==> images/layers.png <==
Drawn at 3 px/um.
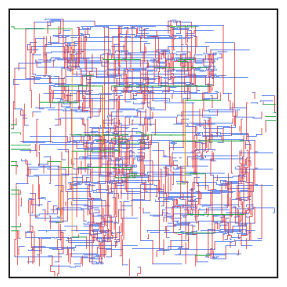
==> images/m3.png <==
Drawn at 3 px/um.
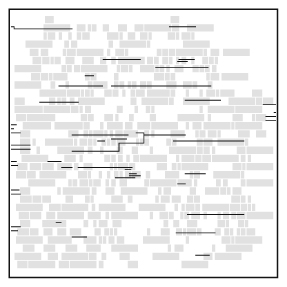
==> images/congestion_map.png <==
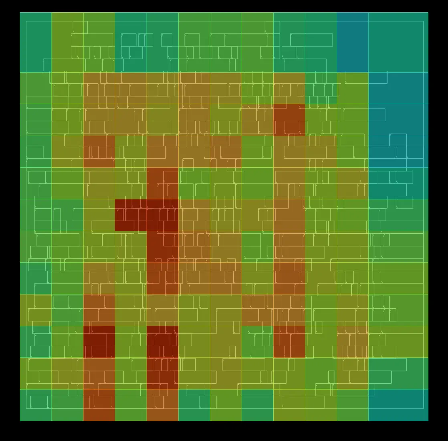
==> images/clock_wires.png <==
Drawn at 4 px/um.
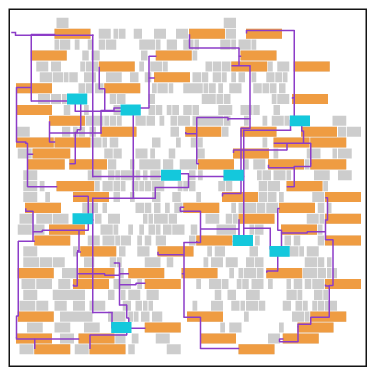
==> config.mk <==
export PLATFORM = sky130hd
export DESIGN_NAME = ps2_host_tx
export DESIGN_NICKNAME = d
export VERILOG_FILES = /design/src/rtl/ps2_pkg.sv /design/src/rtl/ps2_line_sync.sv /design/src/rtl/ps2_host_tx.sv
export SDC_FILE = /design/constraint.sdc
export NUM_CORES = 1
export LEC_CHECK = 0
export CORE_UTILIZATION = 50
export DETAILED_ROUTE_END_ITERATION = 16
export GPL_TIMING_DRIVEN = 0
export MAX_ROUTING_LAYER = met4
export PLACE_DENSITY_LB_ADDON = 0.1
export SYNTH_ARGS = -nofsm -noshare
export SYNTH_HDL_FRONTEND = slang
export SYNTH_SLANG_ARGS = --single-unit
==> constraint.sdc <==
create_clock -name clk_vga -period 4.62 [get_ports clk_vga]
set_clock_uncertainty 0.15 [all_clocks]
set_input_delay 0.924 -clock clk_vga [delete_from_list [all_inputs] [get_ports clk_vga]]
set_output_delay 0.924 -clock clk_vga [all_outputs]
set_load 0.1 [all_outputs]
==> Changelog: implementation <==
### Metrics

- Max IR drop VDD: 0.545 mV
- WS Path Type: flop to primary output
- H-tree depth: 3
- Pin count of the biggest net entering global routing: 68
- GR Overflow Total: 0
- Routability cong.: 0.882
- Routed Antenna Nets: 0
- Ys flops: 67
- Non-Filler Instances: 534
- Drt pass-1 iters: 4
- Area share, top type: 0.411
- DRT iter0 DRCs: 131
- Clk buf depth: 2
- Core footprint: 0.00729 mm^2
- Sw frac: 0.436
- DP HPWL: 5620 um
- Cell area leaders: dfrtp_1 41%, nor2_1 4.5%, xnor2_1 3.9%, mux2_2 3.9%, nand2_1 3.6%
- Maxcap violations: 0
- Worst setup SP type: flop
- Status: finished, final reports clean
- Yosys chip area: 0.00378 mm^2
- Clock slew at reported path FFs: 0.07 ns
- Yosys warning total: 0
- Comb power frac: 0.476
- Netlist cell types: 57
- Final setup fails: 0
- Vias per cell: 5.77
## Picture notes: layers.png
- green: M3 (wire length 374 um)
- red: M2 (wire length 3610 um)
- orange: M4 (wire length 134 um)
- blue: M1 (wire length 3940 um)
Routed WL: 8060 um
WL per Instance: 15.1 um
routed vias: 3083
GRT Total Usage: 0.236

## Picture notes: m3.png
- wire length on this layer: 374 um
- share of all routed wire: 4.6%
GR Util met3: 0.0462

## Picture notes: congestion_map.png
most crowded layer after global routing: met2
met2 usage: 0.351
post-layout util: 0.584
met1 global-route usage: 0.324

## Picture notes: clock_wires.png
- cyan: clock-net drivers (count 9)
- purple: clock wires (length 944 um)
- orange: flip-flops (count 67)
- flops lie: widely spread
- routed clock nets: 10
Clock Latency Late Sink: 0.35 ns
Clock net power: 0.000422 W
Clock power frac: 0.174

[power by group through the flow]
stage	logic [W]	clock network, W	registers [W]
floorplan	0.000823	0	0.000914
global placement	0.00114	0	0.000853
detailed placement	0.00115	0	0.000858
CTS	0.00116	0.000435	0.000848
global route	0.00127	0.000450	0.000874
finish	0.00116	0.000422	0.000849
[through the flow]
step / area, um^2 / setup WS [ns]
finish: 4260 / 1.08
global route: 4260 / 0.963
CTS: 4260 / 1.07
detailed placement: 4100 / 1.48
global placement: 4100 / 0.633
floorplan: 3780 / 0.489
[layout make-up]
| class | count | area (um^2) |
|---|---|---|
| Clock inverter | 3 | 15.0 |
| Multi-Input combinational cell | 302 | 1960 |
| Tap cell | 99 | 124 |
| Clock buffer | 12 | 145 |
| Timing Repair Buffer | 19 | 190 |
| Sequential cell | 67 | 1680 |
| Inverter | 18 | 70.1 |
| Buffer | 14 | 71.3 |
| Fill cell | 691 | 3030 |
[logic make-up after synthesis]
family / after synthesis / synth area share
AND/OR/NAND/NOR: 178 / 0.241
AND-OR/OR-AND: 78 / 0.150
flip-flops: 67 / 0.446
buffers and inverters: 32 / 0.0368
XOR/XNOR: 25 / 0.0580
multiplexers: 17 / 0.0560
adder cells (fa/ha/maj): 4 / 0.0133
[routing by layer]
layer	up-vias	GRT usage	part of all wire
li1	1515	-	-
met1	1485	0.324	0.49
met2	70	0.351	0.45
met3	13	0.0462	0.046
met4	0	0.0821	0.016
met5	-	-	0
[critical path, cell delays in order (launching register included)]
cell and delay, ns:
dfrtp_1 0.40, buf_1 0.38, nor3_2 0.11, inv_1 0.09, clkdlybuf4s50_1 1.13
[cells in the final DEF (no fill, tap or decap), types with 2 or more instances in the layout]
master            n
nand2b_1          3
mux4_2            2
nor3_1           14
and2_1            4
xor2_1            8
dfrtp_1          62
nor4bb_1          2
a22o_1           13
a21oi_1           9
nor2b_1           4
nor4_1            4
or4b_1            2
dfstp_2           5
or3_1             8
nand4_1          13
ha_1              4
buf_1             2
clkbuf_8         10
clkinv_2          3
nor2_1           45
clkdlybuf4s50_1  19
buf_6             2
o21ai_0          18
o31ai_1           4
nand2_1          36
and3_1            8
buf_2             3
nand3_1          26
mux2_2           13
mux2i_1           2
xnor2_1          17
clkbuf_1          9
a21o_1           13
inv_1            17
o311ai_0          4
No activity file was given, so power comes from the tool's default toggle rates.
